### A small window of the routed layout, run 1

Scale bar: 10 um. Window x 81 to 121, y 14 to 54 um. Cells in grey, sequential cells in the stronger grey; small squares are vias.
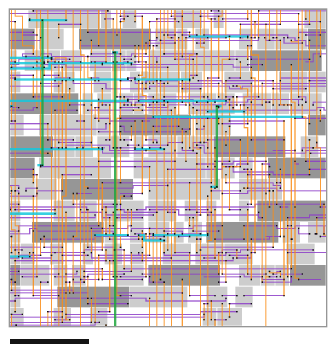
### Routing congestion, run 1

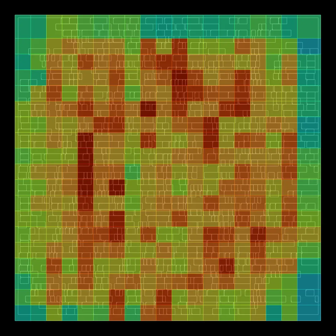
### M3 wires, run 1

Scale bar: 50 um.
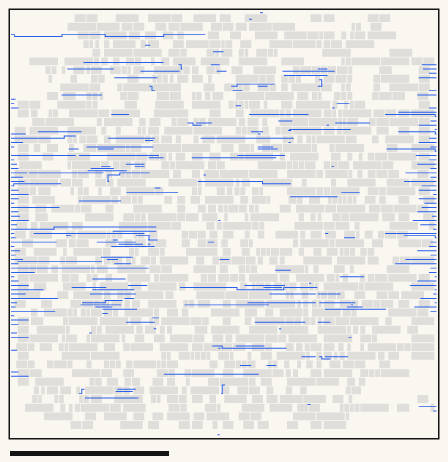
==> config.mk <==
export PLATFORM = sky130hd
export DESIGN_NAME = panda_div_ctrl
export DESIGN_NICKNAME = d
export VERILOG_FILES = /design/src/rtl/panda_div_ctrl.sv
export SDC_FILE = /design/constraint.sdc
export NUM_CORES = 1
export LEC_CHECK = 0
export CAP_MARGIN = 30
export CORE_UTILIZATION = 45
export DETAILED_ROUTE_END_ITERATION = 10
export GPL_ROUTABILITY_DRIVEN = 0
export HOLD_SLACK_MARGIN = 0.06
export PLACE_DENSITY_LB_ADDON = 0.08
export SLEW_MARGIN = 20
export SYNTH_ARGS = -nofsm -noshare
export SYNTH_HDL_FRONTEND = slang
export SYNTH_SLANG_ARGS = --single-unit
==> constraint.sdc <==
create_clock -name clk_i -period 2.48 [get_ports clk_i]
set_input_delay 0.248 -clock clk_i [delete_from_list [all_inputs] [get_ports clk_i]]
set_output_delay 0.248 -clock clk_i [all_outputs]
set_load 0.05 [all_outputs]
==> src/rtl/panda_div_ctrl.sv <==
// Restoring-division sequencer for DIV/DIVU/REM/REMU. It computes one quotient bit per cycle
// and performs all arithmetic through an external (Width+1)-bit add/subtract unit.
module panda_div_ctrl #(
    parameter int Width = 32
) (
    input  logic               clk_i,
    input  logic               rst_ni,
    input  logic               valid_i,
    output logic               ready_o,
    input  logic [Width-1:0]   operand_a_i,
    input  logic [Width-1:0]   operand_b_i,
    input  logic               signed_i,
    input  logic               rem_i,
    input  logic               kill_i,
    output logic               valid_o,
    input  logic               ready_i,
    output logic [Width-1:0]   result_o,
    output logic [Width:0]     adder_operand_a_o,
    output logic [Width:0]     adder_operand_b_o,
    output logic               adder_subtract_o,
    input  logic [Width:0]     adder_result_i
);

    localparam int CntW = (Width > 1) ? $clog2(Width) : 1;

    typedef enum logic [2:0] {
        IDLE,
        ABS_A,
        ABS_B,
        DIV,
        FIX,
        DONE
    } state_t;

    state_t             state_reg;
    state_t             state_next;

    // q_reg holds the raw dividend first, then |A|, then it becomes the quotient
    // as the quotient bits are shifted in.
    logic [Width-1:0]   q_reg;
    logic [Width-1:0]   b_reg;
    logic [Width-1:0]   rem_reg;
    logic [Width-1:0]   result_reg;
    logic [CntW-1:0]    cnt_reg;
    logic               a_neg_reg;
    logic               b_neg_reg;
    logic               rem_sel_reg;

    logic               accept;
    logic               b_zero;
    logic               trial_neg;

    assign accept    = (state_reg == IDLE) && valid_i && !kill_i;
    assign b_zero    = (operand_b_i == '0);
    assign trial_neg = adder_result_i[Width];
    assign result_o  = result_reg;

    always_ff @(posedge clk_i or negedge rst_ni) begin
        if (!rst_ni) begin
            state_reg <= IDLE;
        end else begin
            state_reg <= state_next;
        end
    end

    always_comb begin
        state_next        = state_reg;
        ready_o           = 1'b0;
        valid_o           = 1'b0;
        adder_operand_a_o = '0;
        adder_operand_b_o = '0;
        adder_subtract_o  = 1'b0;
        case (state_reg)
            IDLE: begin
                ready_o = 1'b1;
                if (valid_i && !kill_i) begin
                    state_next = b_zero ? DONE : ABS_A;
                end
            end
            ABS_A: begin
                adder_operand_b_o = {1'b0, q_reg};
                adder_subtract_o  = a_neg_reg;
                state_next        = ABS_B;
            end
            ABS_B: begin
                adder_operand_b_o = {1'b0, b_reg};
                adder_subtract_o  = b_neg_reg;
                state_next        = DIV;
            end
            DIV: begin
                // Trial subtraction of |B| from the partial remainder shifted by one.
                adder_operand_a_o = {rem_reg, q_reg[Width-1]};
                adder_operand_b_o = {1'b0, b_reg};
                adder_subtract_o  = 1'b1;
                if (cnt_reg == '0) begin
                    state_next = FIX;
                end
            end
            FIX: begin
                adder_operand_b_o = {1'b0, (rem_sel_reg ? rem_reg : q_reg)};
                adder_subtract_o  = rem_sel_reg ? a_neg_reg : (a_neg_reg ^ b_neg_reg);
                state_next        = DONE;
            end
            DONE: begin
                valid_o = 1'b1;
                if (ready_i) begin
                    state_next = IDLE;
                end
            end
            default: begin
                state_next = IDLE;
            end
        endcase
        if (kill_i) begin
            state_next = IDLE;
        end
    end

    always_ff @(posedge clk_i or negedge rst_ni) begin
        if (!rst_ni) begin
            q_reg       <= '0;
            b_reg       <= '0;
            rem_reg     <= '0;
            result_reg  <= '0;
            cnt_reg     <= '0;
            a_neg_reg   <= 1'b0;
            b_neg_reg   <= 1'b0;
            rem_sel_reg <= 1'b0;
        end else begin
            case (state_reg)
                IDLE: begin
                    if (accept) begin
                        q_reg       <= operand_a_i;
                        b_reg       <= operand_b_i;
                        rem_reg     <= '0;
                        a_neg_reg   <= signed_i & operand_a_i[Width-1];
                        b_neg_reg   <= signed_i & operand_b_i[Width-1];
                        rem_sel_reg <= rem_i;
                        // A zero divisor skips the datapath; the answer is known now.
                        if (b_zero) begin
                            result_reg <= rem_i ? operand_a_i : '1;
                        end
                    end
                end
                ABS_A: begin
                    q_reg <= adder_result_i[Width-1:0];
                end
                ABS_B: begin
                    b_reg   <= adder_result_i[Width-1:0];
                    cnt_reg <= CntW'(Width - 1);
                end
                DIV: begin
                    if (!trial_neg) begin
                        rem_reg <= adder_result_i[Width-1:0];
                        q_reg   <= {q_reg[Width-2:0], 1'b1};
                    end else begin
                        rem_reg <= {rem_reg[Width-2:0], q_reg[Width-1]};
                        q_reg   <= {q_reg[Width-2:0], 1'b0};
                    end
                    cnt_reg <= cnt_reg - 1'b1;
                end
                FIX: begin
                    result_reg <= adder_result_i[Width-1:0];
                end
                default: begin
                end
            endcase
        end
    end

endmodule

==> changes_impl.md, run 1 <==
## Implementation

* Status: finished, final reports clean
* Crit-path max cell delay at 0.52 ns
* Hold_buf cts at 1
* Sw frac at 43.85%
* Site Rows at 48
* Hold worst-path end: q_reg[0]$_DFFE_PN0P_
* Unique cell type count in the Yosys netlist at 40
* Clock sinks at 139
* Internal at 8.065 mW
* Htree depth at 4
* CP max stage cell: dfrtp_4
* Layout fillers at 1,340
* Yosys xor share at 0.1109%
* CTS tree: done
* Seq area share at 29.72%
* Startpoint class of the critical path: flop
* Top post-synthesis cells by count: 139 x dfrtp_1, 120 x mux2i_1, 83 x o21ai_0
* Top cells by area: dfrtp_1 44%, mux2i_1 15%, o21ai_0 5.3%
* Registers, synthesis at 139
* GR Layer Usage met1 at 43.26%
* Comb area share at 35.22%
* Max VDD drop at 0.7904 mV
* Area leader, netlist: dfrtp_1
* Global route overflow at 0
* Layout Nets at 1,146
* Starting DRT DRC Count at 576
* Syn_nets at 948
* Final Non-Filler Cells at 1,279
* P&R area growth vs syn at 48.46%
* P_clk at 2.63 mW
* Period utilisation layout at 95.83%
* DR vias at 7,565
* Met3 routed WL at 1772 um
* Final Hold Fails at 0
* Syn_area_per_cell at 9.368 um^2
* Number of diodes at 0
* Clk pin slew, worst setup/hold paths at 0.06 ns
* Chip area at 18,080 um^2
* Tapcell Cnt at 225
* Sequential cell count at 139
* Total net switching power at 6.297 mW
* Final ANT Viol Nets at 0
* Met2 Usage GRT at 47.15%
* Worst setup path startpoint: state_reg[1]$_DFFE_PN0P_
* Worst r2r src: state_reg[1]$_DFFE_PN0P_
* Uppermost routed layer: met4
* #MultiIn Comb at 619
* Post-Syn Area at 7898 um^2
* Dominant Register Cell: dfrtp_1
* Signal buf overhead at 27.44%
* Slew @ Worst Pin at 0.6984 ns
* Most numerous cell in the Yosys netlist: dfrtp_1
* Largest net degree at the start of global routing at 65
* Mapped Cells at 843
* Setup_tns at 0 ns
* Simple share at 16.02%
* Ao+oa area frac at 19.87%
* Cts repair resizes at 1
* Arrival time worst endpoint at 2.13 ns
Notes on 'A small window of the routed layout' above:
Key: purple = metal 1; green = metal 4; cyan = metal 3; orange = metal 2
Netlist names of flops here include rem_reg (5), q_reg (4), b_reg (3). 118 logic cells have their middle in the window. Most frequent: dfrtp_1 (13), mux2i_1 (12). Sequential cells in the window: 14.

Notes on 'Routing congestion' above:
grt peak-use layer: met2
WL/cell: 20.96 um
GR Util met3: 5.330%
final core utilization: 68.02%

Notes on 'M3 wires' above:
193 nets have wire on it. The layer holds 6.6% of the routed length. The wires run mostly horizontal.

--- run 2 (diff from run 1) ---
--- a/config.mk
+++ b/config.mk
@@ -11,6 +11,7 @@
 export GPL_ROUTABILITY_DRIVEN = 0
 export HOLD_SLACK_MARGIN = 0.06
 export PLACE_DENSITY_LB_ADDON = 0.08
+export SKIP_CTS_REPAIR_TIMING = 1
 export SLEW_MARGIN = 20
 export SYNTH_ARGS = -nofsm -noshare
 export SYNTH_HDL_FRONTEND = slang
### Gate-type map, run 2

Scale bar: 50 um.
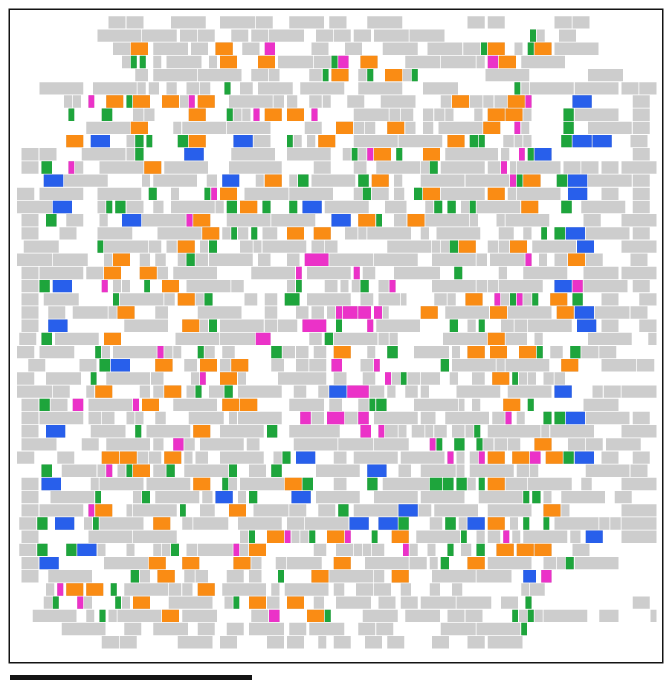
Key: orange = multiplexers [cells 120]; blue = AND-OR and OR-AND gates [cells 42]; magenta = NOR gates [cells 62, where spread over the die]; green = NAND gates [cells 149, where spread over the die]

==> run 2 against run 1 <==
Net effect:
- synthesized cell count did not move
- non-clock buffer count unchanged
- sequential share of layout area is the same
- clock power about the same
- synthesized area stayed put
- power about the same
- final cell count stayed put
- critical path type unchanged
- critical endpoint unchanged
- highest routed layer unchanged
==> changes_impl.md, run 2 <==
## Implementation

* Status: finished, final reports clean
* Final Hold Fails at 0 (unchanged)
* Hold worst-path end: q_reg[0]$_DFFE_PN0P_
* Htree depth at 4 (unchanged)
* Final core utilization at 68.02% (unchanged)
* CTS tree: done
* Site Rows at 48 (unchanged)
* P_clk at 2.63 mW (about the same)
* Top cells by area: dfrtp_1 44%, mux2i_1 15%, o21ai_0 5.3%
* Total net switching power at 6.311 mW (+0.21%)
* Tapcell Cnt at 225 (unchanged)
* Sw frac at 43.90% (+0.053 points)
* Largest net degree at the start of global routing at 65 (unchanged)
* Clkbuf count at 19
* DR vias at 7,552 (-0.17%)
* Required @ worst endpoint at 2.23 ns
* Slew @ Worst Pin at 0.6984 ns (+0.00002533 ns)
* Setup_tns at 0 ns (unchanged)
* Max VDD drop at 0.7942 mV (+0.47%)
* Clock sinks at 139 (unchanged)
* Arrival time worst endpoint at 2.15 ns (+0.02 ns)
* Met3 routed WL at 1622 um (-8.5%)
* Yosys xor share at 0.1109% (unchanged)
* #MultiIn Comb at 619 (unchanged)
* Final ANT Viol Nets at 0 (unchanged)
* Worst r2r src: state_reg[1]$_DFFE_PN0P_
* P&R area growth vs syn at 48.46% (unchanged)
* Final Non-Filler Cells at 1,279 (unchanged)
* Area leader, netlist: dfrtp_1
* Final WS setup at 0.08212 ns
* Global route overflow at 0 (unchanged)
* Worst reg2reg setup slack at 0.30 ns
* Clk pin slew, worst setup/hold paths at 0.06 ns (about the same)
* Grt peak-use layer: met2
* Starting DRT DRC Count at 509 (-12%)
* Ao+oa area frac at 19.87% (unchanged)
* Crit-path max cell delay at 0.52 ns (about the same)
* Post-Syn Area at 7898 um^2 (unchanged)
* Layout fillers at 1,342 (+0.15%)
* Dominant Register Cell: dfrtp_1
* Number of diodes at 0 (unchanged)
* Registers, synthesis at 139 (unchanged)
* Simple share at 16.02% (unchanged)
* Seq area share at 29.72% (unchanged)
* Most numerous cell in the Yosys netlist: dfrtp_1
* Internal at 8.065 mW (about the same)
* Sequential cell count at 139 (unchanged)
* Top post-synthesis cells by count: 139 x dfrtp_1, 120 x mux2i_1, 83 x o21ai_0
* Chip area at 18,080 um^2 (unchanged)
* Uppermost routed layer: met4
* Number of cells on the worst hold path at 5
* Worst setup path startpoint: state_reg[1]$_DFFE_PN0P_
* Area share, top type at 44.04%
* Syn_area_per_cell at 9.368 um^2 (unchanged)
* Non-Clock Inverter Count at 3
* Total power at 14.38 mW
* Comb area share at 35.22% (unchanged)
* Signal buf overhead at 27.44% (unchanged)
* M1 wire length at 12,280 um
* CP max stage cell: dfrtp_4
* Unique cell type count in the Yosys netlist at 40 (unchanged)
* Startpoint class of the critical path: flop
* Worst hold path class: primary input to flop
* Syn_nets at 948 (unchanged)
### Routing congestion, run 2

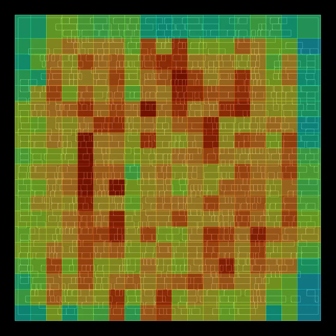
GR Util met3: 5.368%
Total GRT Usage: 30.46%
met2 Usage GRT: 47.15%
GR Layer Usage met1: 43.26%
WL/cell: 21.01 um

--- run 3 (diff from run 2) ---
--- a/config.mk
+++ b/config.mk
@@ -8,7 +8,7 @@
 export CAP_MARGIN = 30
 export CORE_UTILIZATION = 45
 export DETAILED_ROUTE_END_ITERATION = 10
-export GPL_ROUTABILITY_DRIVEN = 0
+export GPL_TIMING_DRIVEN = 0
 export HOLD_SLACK_MARGIN = 0.06
 export PLACE_DENSITY_LB_ADDON = 0.08
 export SKIP_CTS_REPAIR_TIMING = 1
### Gate-type map, run 3

Scale bar: 50 um.
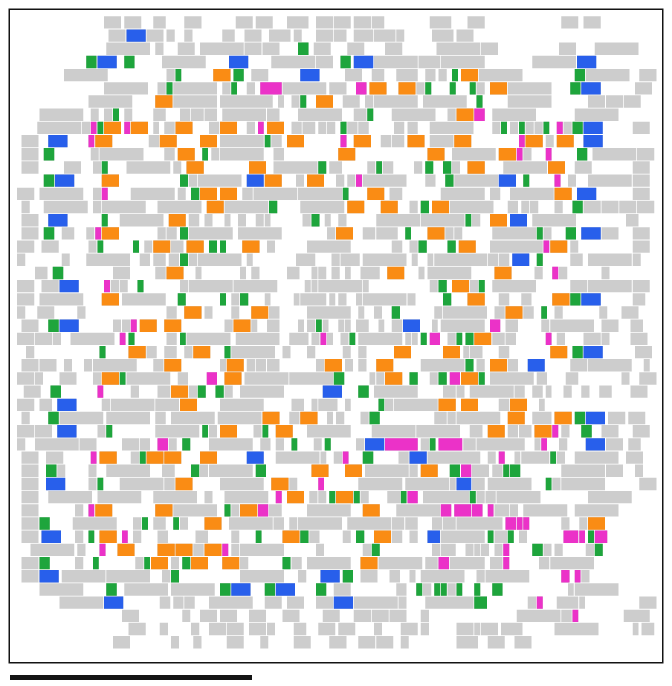
Key: magenta = NOR gates [cells 62, where spread over the die]; blue = AND-OR and OR-AND gates [cells 42, where spread over the die]; green = NAND gates [cells 149, where spread over the die]; orange = multiplexers [cells 120]

==> run 3 against run 2 <==
Net effect:
- largest cell class unchanged
- hold slack lost 0.016 ns
- final area shrank 7.8%
- clock power grew 3%
- global-route usage rose by 3.1 points
- count of clock-buffer cells in the layout rose by 3
- synthesized cell count unchanged
- wire length rose by 9.8%
- the run now ends with setup timing left
- via count grew 5.4%
==> changes_impl.md, run 3 <==
## Implementation

* Signal buf overhead at 21.34% (-6.1 points)
* Htree depth at 4 (unchanged)
* Arrival time worst endpoint at 2.26 ns (+0.11 ns)
* Worst hold path class: primary input to flop
* Non-Clock Inverter Count at 3 (unchanged)
* Final setup violating endpoints at 3
* Syn_nets at 948 (unchanged)
* M1 wire length at 12,500 um (+1.8%)
* Layout fillers at 1,497 (+12%)
* Crit-path max cell delay at 0.47 ns (-0.05 ns)
* Total power at 13.81 mW (-3.9%)
* Number of cells on the worst hold path at 3 (-2)
* Area share, top type at 44.04% (unchanged)
* Met2 Usage GRT at 51.81% (+4.7 points)
* Startpoint class of the critical path: flop
* Sequential cell count at 139 (unchanged)
* Yosys xor share at 0.1109% (unchanged)
* Uppermost routed layer: met4
* Sw frac at 45.92% (+2.0 points)
* Ao+oa area frac at 19.87% (unchanged)
* Worst setup path startpoint: state_reg[1]$_DFFE_PN0P_
* Final ANT Viol Nets at 0 (unchanged)
* Largest net degree at the start of global routing at 75 (+15%)
* Global route overflow at 0 (unchanged)
* Status: complete, but fails checks
* Top post-synthesis cells by count: 139 x dfrtp_1, 120 x mux2i_1, 83 x o21ai_0
* Required @ worst endpoint at 2.23 ns (about the same)
* DR vias at 7,961 (+5.4%)
* Most numerous cell in the Yosys netlist: dfrtp_1
* Dominant Register Cell: dfrtp_1
* Clk pin slew, worst setup/hold paths at 0.06 ns (about the same)
* Chip area at 18,080 um^2 (unchanged)
* Area leader, netlist: dfrtp_1
* P&R area growth vs syn at 36.90%
* Final Non-Filler Cells at 1,306 (+2.1%)
* Comb area share at 38.14% (+2.9 points)
* Worst r2r src: state_reg[2]$_DFFE_PN0P_
* Number of diodes at 0 (unchanged)
* GR Util met3 at 7.883% (+2.5 points)
* Final WS setup at -0.02704 ns (-0.1092 ns)
* Violated checks: setup timing
* Setup_tns at -0.06708 ns (-0.06708 ns)
* Site Rows at 48 (unchanged)
* CTS tree: done
* Tapcell Cnt at 225 (unchanged)
* #MultiIn Comb at 619 (unchanged)
* Max VDD drop at 0.7543 mV (-5.0%)
* Total net switching power at 6.341 mW (+0.49%)
### A small window of the routed layout, run 3

Scale bar: 10 um. Window x 81 to 121, y 14 to 54 um. Cells in grey, sequential cells in the stronger grey; small squares are vias.
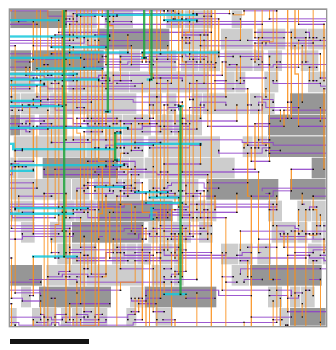
Key: cyan = metal 3; green = metal 4; purple = metal 1; orange = metal 2
Netlist names of flops here include cnt_reg (3), q_reg (3), state_reg (3). Sequential cells in the window: 15. Most frequent: nand2_1 (14), dfrtp_1 (13). 130 logic cells have their middle in the window.

Power and IR drop assume default switching activity.
